<file path="src/rtl/nibble_serial_sub16.sv">
// Serial subtractor: d = a - b - b_in, one SLICE-bit slice per clock, LSB first,
// with the borrow rippled through a flop. Optional z/v flags under NIBBLE_SUB_FLAGS_EN.
module nibble_serial_sub16 #(
  parameter int WIDTH = 16,
  parameter int SLICE = 4
) (
  input  logic             clk,
  input  logic             rst,
  input  logic             start,
  input  logic [WIDTH-1:0] a,
  input  logic [WIDTH-1:0] b,
  input  logic             b_in,
  output logic             busy,
  output logic             done,
  output logic [WIDTH-1:0] d,
  output logic             b_out
`ifdef NIBBLE_SUB_FLAGS_EN
  ,
  output logic             z,
  output logic             v
`endif
);

  localparam int N     = WIDTH / SLICE;
  localparam int CNT_W = (N > 1) ? $clog2(N) : 1;

  typedef enum logic [1:0] {
    IDLE = 2'd0,
    RUN  = 2'd1,
    DONE = 2'd2
  } state_t;

  state_t             r_state;
  state_t             w_nextState;
  logic [WIDTH-1:0]   r_a;
  logic [WIDTH-1:0]   r_b;
  logic [WIDTH-1:0]   r_d;
  logic               r_borrow;
  logic               r_bout;
  logic [CNT_W-1:0]   r_cnt;

  logic [SLICE-1:0]   w_aSlice;
  logic [SLICE-1:0]   w_bSlice;
  logic [SLICE:0]     w_sliceDiff;
  logic [SLICE-1:0]   w_ds;
  logic               w_bo;
  logic [WIDTH-1:0]   w_dNext;
  logic               w_accept;
  logic               w_lastSlice;

  // Mux the captured operands down to the slice selected by the counter.
  always_comb begin
    w_aSlice = '0;
    w_bSlice = '0;
    for (int i = 0; i < N; i++) begin
      if (r_cnt == CNT_W'(i)) begin
        w_aSlice = r_a[i*SLICE +: SLICE];
        w_bSlice = r_b[i*SLICE +: SLICE];
      end
    end
  end

  assign w_sliceDiff = {1'b0, w_aSlice} - {1'b0, w_bSlice} - {{SLICE{1'b0}}, r_borrow};
  assign w_ds        = w_sliceDiff[SLICE-1:0];
  assign w_bo        = w_sliceDiff[SLICE];
  assign w_lastSlice = (r_cnt == CNT_W'(N - 1));

  // Result with the current slice merged in; untouched slices keep the old result.
  always_comb begin
    w_dNext = r_d;
    for (int i = 0; i < N; i++) begin
      if (r_cnt == CNT_W'(i)) begin
        w_dNext[i*SLICE +: SLICE] = w_ds;
      end
    end
  end

  always_comb begin
    w_nextState = r_state;
    w_accept    = 1'b0;
    case (r_state)
      IDLE: begin
        if (start) begin
          w_accept    = 1'b1;
          w_nextState = RUN;
        end
      end
      RUN: begin
        if (w_lastSlice) begin
          w_nextState = DONE;
        end
      end
      DONE: begin
        if (start) begin
          w_accept    = 1'b1;
          w_nextState = RUN;
        end else begin
          w_nextState = IDLE;
        end
      end
      default: begin
        w_nextState = IDLE;
      end
    endcase
  end

  always_ff @(posedge clk or posedge rst) begin
    if (rst) begin
      r_state <= IDLE;
    end else begin
      r_state <= w_nextState;
    end
  end

  always_ff @(posedge clk or posedge rst) begin
    if (rst) begin
      r_a      <= '0;
      r_b      <= '0;
      r_d      <= '0;
      r_borrow <= 1'b0;
      r_bout   <= 1'b0;
      r_cnt    <= '0;
    end else if (w_accept) begin
      r_a      <= a;
      r_b      <= b;
      r_borrow <= b_in;
      r_cnt    <= '0;
    end else if (r_state == RUN) begin
      r_d      <= w_dNext;
      r_borrow <= w_bo;
      r_cnt    <= r_cnt + 1'b1;
      if (w_lastSlice) begin
        r_bout <= w_bo;
      end
    end
  end

`ifdef NIBBLE_SUB_FLAGS_EN
  logic r_z;
  logic r_v;

  // Flags are judged on the complete result, so they use the merged final value.
  always_ff @(posedge clk or posedge rst) begin
    if (rst) begin
      r_z <= 1'b0;
      r_v <= 1'b0;
    end else if ((r_state == RUN) && w_lastSlice) begin
      r_z <= (w_dNext == '0);
      r_v <= (r_a[WIDTH-1] != r_b[WIDTH-1]) && (w_dNext[WIDTH-1] != r_a[WIDTH-1]);
    end
  end

  assign z = r_z;
  assign v = r_v;
`endif

  assign busy  = (r_state == RUN);
  assign done  = (r_state == DONE);
  assign d     = r_d;
  assign b_out = r_bout;

endmodule

</file>
<file path="config.mk">
export PLATFORM = sky130hd
export DESIGN_NAME = nibble_serial_sub16
export DESIGN_NICKNAME = d
export VERILOG_FILES = /design/src/rtl/nibble_serial_sub16.sv
export SDC_FILE = /design/constraint.sdc
export NUM_CORES = 1
export LEC_CHECK = 0
export CAP_MARGIN = 10
export CORE_MARGIN = 4
export CORE_UTILIZATION = 51
export CTS_CLUSTER_DIAMETER = 100
export DETAILED_ROUTE_END_ITERATION = 12
export PLACE_DENSITY = 0.81
export SLEW_MARGIN = 20
export SYNTH_ARGS = -nofsm -noshare
export SYNTH_HDL_FRONTEND = slang
export SYNTH_SLANG_ARGS = --single-unit
</file>
<file path="constraint.sdc">
create_clock -name clk -period 3 [get_ports clk]
set_input_delay 0.75 -clock clk [delete_from_list [all_inputs] [get_ports clk]]
set_output_delay 0.75 -clock clk [all_outputs]
set_load 0.03 [all_outputs]
</file>
==> flow_summary.toml, run 1 <==
# yosys + openroad results
[final_timing]
hold_violations = 0
final.min_clock_period_ns = 2.80
rsz0062_at_grt = "true"
fin_ws_ns = 0.202
worst_pin_slew_ns = 0.586

[detailed_routing]
drt_iter0_drc = 53
wirelength_um = 5070
dr.pass1.iters = 4
wl_per_cell_um = 14.6

[finish]
n_antenna_cell = 0
design_area_um2 = 3340
seq_area_um2 = 1350
fillers = 365
nNetsFinal = 324
area_growth_pct = 27.4

[yosys]
synthTopCellsByCount = "dfrtp_1, mux2_1, nand2_1"
synth.most_common_cell = "dfrtp_1"
synthFlopType = "dfrtp_1"
area_leaders = "dfrtp_1, mux2_1, ha_1"
yosysSeqAreaShare_pct = 51.5
synthArstFlopShare_pct = 100
syn_inst = 223

[cts]
cts_setup_buffers = 0
clkTransAtPathRegs_ns = 0.09
numCtsBuffers = 5
cts_tree = "yes"
clock-sinks = 54
ctsHoldBuffers = 0
htree_levels = 2
cts_root_buf = "clkbuf_8"
ctsResizeCount = 0

[min_path]
hold_class = "flip-flop to flip-flop"

[placed_design]
postPlaceCellArea_um2 = 3240
gp_congestion = 0.804
dp_slack_ns = 0.117

[power_and_ir_drop]
vdd_drop_max_v = 0.000755
p_leak_uw = 0.00139
total_power_uw = 4400
power_switching_uw = 1920
power_frac_comb_pct = 60.5
pwr-share-clk_pct = 9.3
switching_share_pct = 43.7

[run]
cap_violations = 0

[floorplanning]
io_pins = 55
die_h_um = 79.7
dieArea_um2 = 6350
coreArea_um2 = 4850

[worst_setup_path]
critPathLaunchType = "flip-flop"
path_class = "flip-flop to flip-flop"
cp_data_arrival_time_ns = 2.97
cp-end-kind = "flip-flop"
required_ns = 3.17
cp_max_fo = 12

[global_routing]
grt_util_all_layers_pct = 17.2
grt_antenna_before_repair = 0
first_global_vias = 1847

[status]
status = "completed"
[run 1: stage by stage]
step | setup TNS [ns] | utilization, %
global route | -0.133 | 68.9
detailed placement | 0 | 66.9
global placement | 0 | 66.9
CTS | 0 | 68.8
finish | 0 | 68.9
floorplan | 0 | -
[run 1: per-layer routing]
| layer | GRT usage, % | up-vias | part of all wire, % | routed length [µm] |
|---|---|---|---|---|
| met5 | 0 | - | 0 | 0 |
| met4 | 2.75 | 0 | 0.57 | 29 |
| met3 | 4.51 | 6 | 6.8 | 343 |
| met2 | 29.2 | 55 | 49 | 2490 |
| met1 | 22.5 | 885 | 44 | 2210 |
| li1 | - | 898 | - | - |
[run 1: layout by cell type (no fill, tap or decap), types with 7 or more instances in the layout]
master | Yosys | final
dfrtp_1 | 54 | 54
clkdlybuf4s50_1 | 0 | 54
mux2_1 | 30 | 30
nand2_1 | 18 | 18
a21oi_1 | 10 | 10
nor2_1 | 9 | 9
o21ai_0 | 9 | 9
inv_1 | 8 | 7
nand3b_1 | 7 | 7
[run 1: final timing paths]
| check | slack [ns] | end | cells after the start | startpoint |
|---|---|---|---|---|
| worst max-delay path | 0.20 | b_out | 13 | r_cnt[1] |
| worst min-delay path | 0.49 | d[4] | 2 | d[4] |
| worst max register to register | 0.20 | b_out | 13 | r_cnt[1] |
| worst min register to register | 0.49 | d[4] | 2 | d[4] |
| max in group asynchronous | 1.62 | r_b[6] | 3 | rst |
| min in group asynchronous | 0.83 | d[10] | 2 | rst |
[run 1: cells by family (layout without fill, tap and decap cells)]
kind of cell | Yosys count | after routing | synth area share (%)
and+or+nand+nor | 57 | 57 | 11.8
DFF | 54 | 54 | 51.5
muxes | 42 | 42 | 17.7
AOI/OAI and AO/OA | 39 | 39 | 9.64
buffers and inverters | 19 | 75 | 3.29
adders and majority gates | 10 | 10 | 5.34
xor gates and xnor gates | 2 | 2 | 0.668
[run 1: sequential cells by signal, indices dropped and copies added (netlist names)]
register	cells
r_a	16
r_state	2
d	16
r_cnt	2
r_b	16
b_out	1
r_borrow	1
[run 1: critical path: stages, from the launching register on]
cell      delay [ns]
dfrtp_1         0.42
inv_1           0.10
ha_2            0.30
and3b_1         0.21
a21oi_1         0.13
o21ai_1         0.07
mux2i_1         0.18
fa_1            0.20
inv_1           0.07
fa_1            0.42
nand2b_1        0.16
a21oi_1         0.17
xnor2_1         0.15
o21ai_0         0.09
[run 1: power groups by stage]
stage	clock network (µW)	registers, µW	logic, µW
floorplan	0	1500	1730
detailed placement	0	1350	2650
CTS	420	1330	2670
global placement	0	1340	2570
global route	450	1380	2970
finish	408	1330	2660
[run 1: area by class of cell]
type | count | share of cell area [%]
Clock buffer | 7 | 2.58
Inverter | 8 | 0.899
Timing Repair Buffer | 59 | 17.7
Multi-Input combinational cell | 150 | 35.8
Clock inverter | 1 | 0.150
Sequential cell | 54 | 40.4
Tap cell | 67 | 2.51
Run 1, floorplan with the power grid:
Bar = 20 µm. Pins as bars on the die edge. Tap cells in gray.
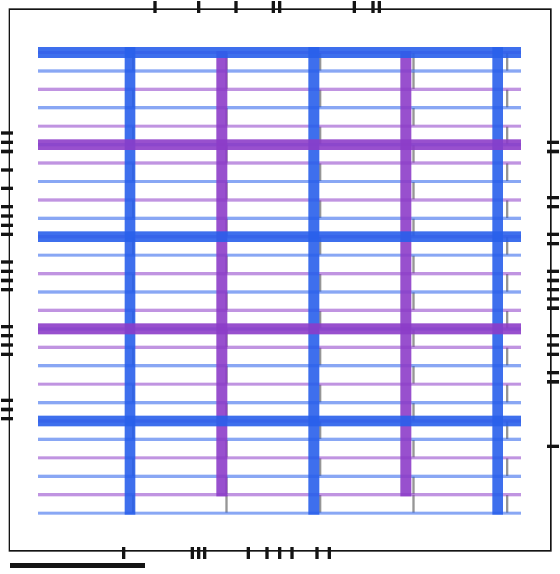
legend:
  VSS:
    color: blue
  VDD:
    color: purple
met4 straps: 5
met1 rails: 26
rows: 25
signal pins: 55
tap cells: 67

Run 1, cells colored by class:
Bar = 20 µm.
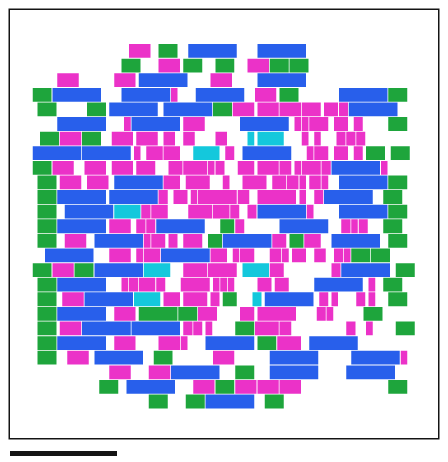
legend:
  other buffers and delay cells:
    color: green
    cells: 59
    share_of_their_area: 18%
  all other logic:
    color: magenta
    cells: 158
    share_of_their_area: 38%
  flip-flops:
    color: blue
    cells: 54
    share_of_their_area: 41%
  clock drivers and dummy loads:
    color: cyan
    cells: 8
    share_of_their_area: 2.8%

Run 1, clock wires, drivers and flops:
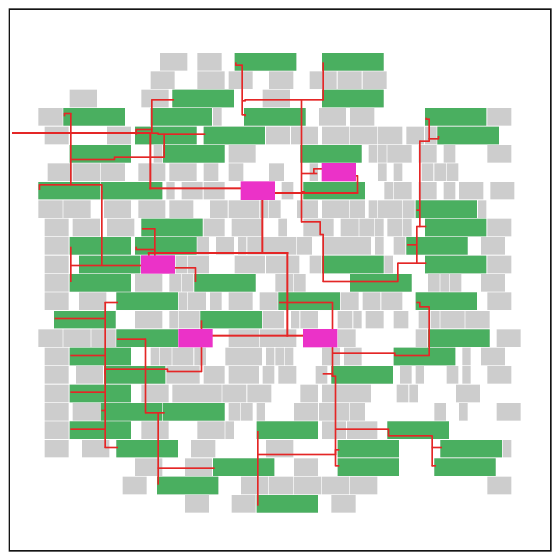
legend:
  clock wires:
    color: red
    length: 559 µm
  cells driving clock nets:
    color: magenta
    count: 5
  flip-flops:
    color: green
    count: 54
routed clock nets: 6

## Run 2: what changed since run 1
Settings changed: CTS_BUF_LIST from default to sky130_fd_sc_hd__clkbuf_8 sky130_fd_sc_hd__clkbuf_16, SLEW_MARGIN 20 to default.
Run 2, floorplan with the power grid:
Bar = 20 µm. Pins as bars on the die edge. Tap cells in gray.
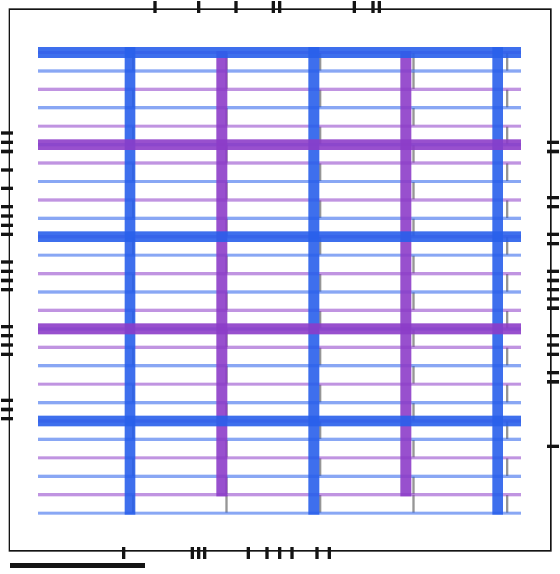
legend:
  VSS:
    color: blue
  VDD:
    color: purple
met1 rails: 26
met5 straps: 5
rows: 25
tap cells: 67

Run 2, clock wires, drivers and flops:
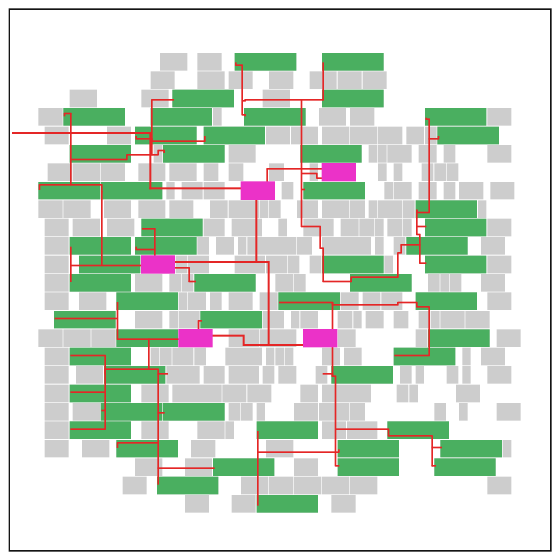
legend:
  clock wires:
    color: red
    length: 556 µm
  flip-flops:
    color: green
    count: 54
  cells driving clock nets:
    color: magenta
    count: 5
routed clock nets: 6

==> flow_summary.toml, run 2 <==
# yosys + openroad results
[status]
status = "completed"

[detailed_routing]
vias = 1833
via_per_inst = 5.30
drt_iter0_drc = 52
dr.pass1.iters = 4
wl_per_cell_um = 14.6
wirelength_um = 5060

[placed_design]
dp_cells = 338
gp_congestion = 0.804

[cts]
cts_setup_buffers = 0
cts_root_buf = "clkbuf_8"
numCtsBuffers = 5
htree_levels = 2
cts_tree = "yes"
clk_latency_ns = 0.30
clkTransAtPathRegs_ns = 0.09
clock-sinks = 54

[final_timing]
finalSetupViolations = 0
clock_skew_ns = 0.00486
worst_pin_slew_ns = 0.585
final.min_clock_period_ns = 2.80
hold_violations = 0
max_freq_ghz = 0.357
rsz0062_at_grt = "true"
slew_viol_final = 0

[yosys]
synthesis.area_um2 = 2620
yosysSeqAreaShare_pct = 51.5
area_leaders = "dfrtp_1, mux2_1, ha_1"
ys_area_um2 = 2620
syn-num-nets = 269
ys_cells = 223
synthArstFlopShare_pct = 100
yosysTopAreaCellShare_pct = 51.5
synth_cell_types = 34
synthFlopType = "dfrtp_1"
synthTopCellsByCount = "dfrtp_1, mux2_1, nand2_1"
synth.most_common_cell = "dfrtp_1"
syn_inst = 223

[worst_setup_path]
cp-end-kind = "flip-flop"
cp_data_arrival_time_ns = 2.98
path_class = "flip-flop to flip-flop"
ff2ff_path_depth = 13
critPathLaunchType = "flip-flop"
cp_max_fo = 12
required_ns = 3.17

[power_and_ir_drop]
p_leak_uw = 0.00140
vdd_drop_max_v = 0.000750

[finish]
n_antenna_cell = 0
nNetsFinal = 324
area_growth_pct = 27.4
seq_area_um2 = 1350
fillers = 365
final_layout_top_logic_cells = "dfrtp_1, clkdlybuf4s50_1, mux2_1, nand2_1, a21oi_1"

[run]
cap_violations = 0

[floorplanning]
io_pins = 55
coreArea_um2 = 4850
die_h_um = 79.7
dieArea_um2 = 6350

[global_routing]
grt_antenna_before_repair = 0
first_global_vias = 1847

[min_path]
holdPathStages = 2
hold_class = "flip-flop to flip-flop"
Run 2, routing congestion:
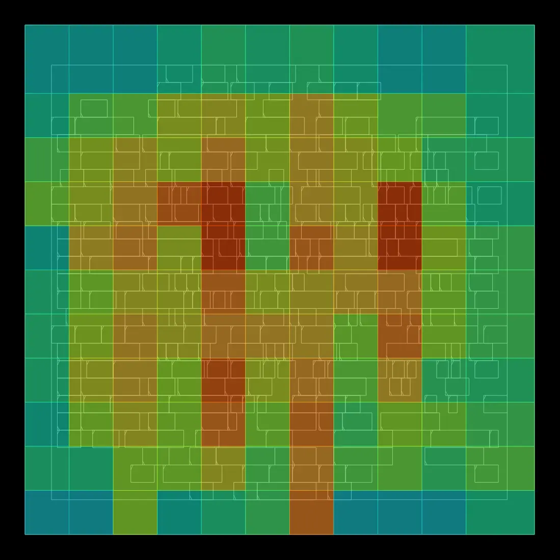
GR Util All Layers: 17.2%
post-layout util: 68.9%
GR Util met3: 4.51%
GR peak layer: met2

## run 2: worst max-delay path, stage by stage (launching register included)
cell and delay [ns]:
dfrtp_1 0.43, inv_1 0.11, ha_2 0.31, and3b_1 0.21
a21oi_1 0.13, o21ai_1 0.07, mux2i_1 0.18, fa_1 0.20
inv_1 0.07, fa_1 0.42, nand2b_1 0.16, a21oi_1 0.17
xnor2_1 0.15, o21ai_0 0.09
## run 2: where the power goes
part	total, µW	switching (µW)	internal (µW)
logic	2660	1480	1180
clock network	406	223	183
registers	1330	218	1110
## run 2: path summary, 6_finish.rpt
| check | start | endpoint | slack [ns] |
|---|---|---|---|
| setup / recovery | r_cnt[1] | b_out | 0.20 |
| hold / removal | d[4] | d[4] | 0.49 |
| setup reg to reg | r_cnt[1] | b_out | 0.20 |
| hold reg to reg | d[4] | d[4] | 0.49 |
| max in group asynchronous | rst | r_b[6] | 1.62 |
| min in group asynchronous | rst | d[10] | 0.83 |
## run 2: layout make-up
class	count	share of cell area, %
Clock buffer	6	2.47
Clock inverter	2	0.262
Inverter	8	0.899
Multi-Input combinational cell	150	35.8
Sequential cell	54	40.4
Tap cell	67	2.51
Timing Repair Buffer	59	17.7
## run 2: metal layers
metal | part of all wire (%) | vias to the layer above | GRT usage (%)
met4 | 0.65 | 0 | 2.75
met2 | 48 | 49 | 29.2
li1 | - | 900 | -
met5 | 0 | - | 0
met3 | 6.0 | 5 | 4.51
met1 | 45 | 879 | 22.5
## run 2: logic make-up (layout without fill, tap and decap cells)
family / after synthesis / after routing / synth area share, %
AOI/OAI and AO/OA: 39 / 39 / 9.64
xor gates and xnor gates: 2 / 2 / 0.668
muxes: 42 / 42 / 17.7
and+or+nand+nor: 57 / 57 / 11.8
buffers and inverters: 19 / 75 / 3.29
DFF: 54 / 54 / 51.5
adders and majority gates: 10 / 10 / 5.34
## run 2: stage by stage
step	power (µW)	setup slack (ns)	area (µm²)	TNS, ns
floorplan	3230	0.312	2620	0
global placement	3910	0.233	3240	0
detailed placement	4000	0.117	3240	0
CTS	4420	0.107	3330	0
global route	4800	-0.0588	3340	-0.132
finish	4390	0.197	3340	0
## run 2: timing repair
action	4_1_cts	5_1_grt
hold buffers	0	0
setup endpoints to repair	0	11
gates resized	0	3
Power is estimated from default activity; no workload was simulated.
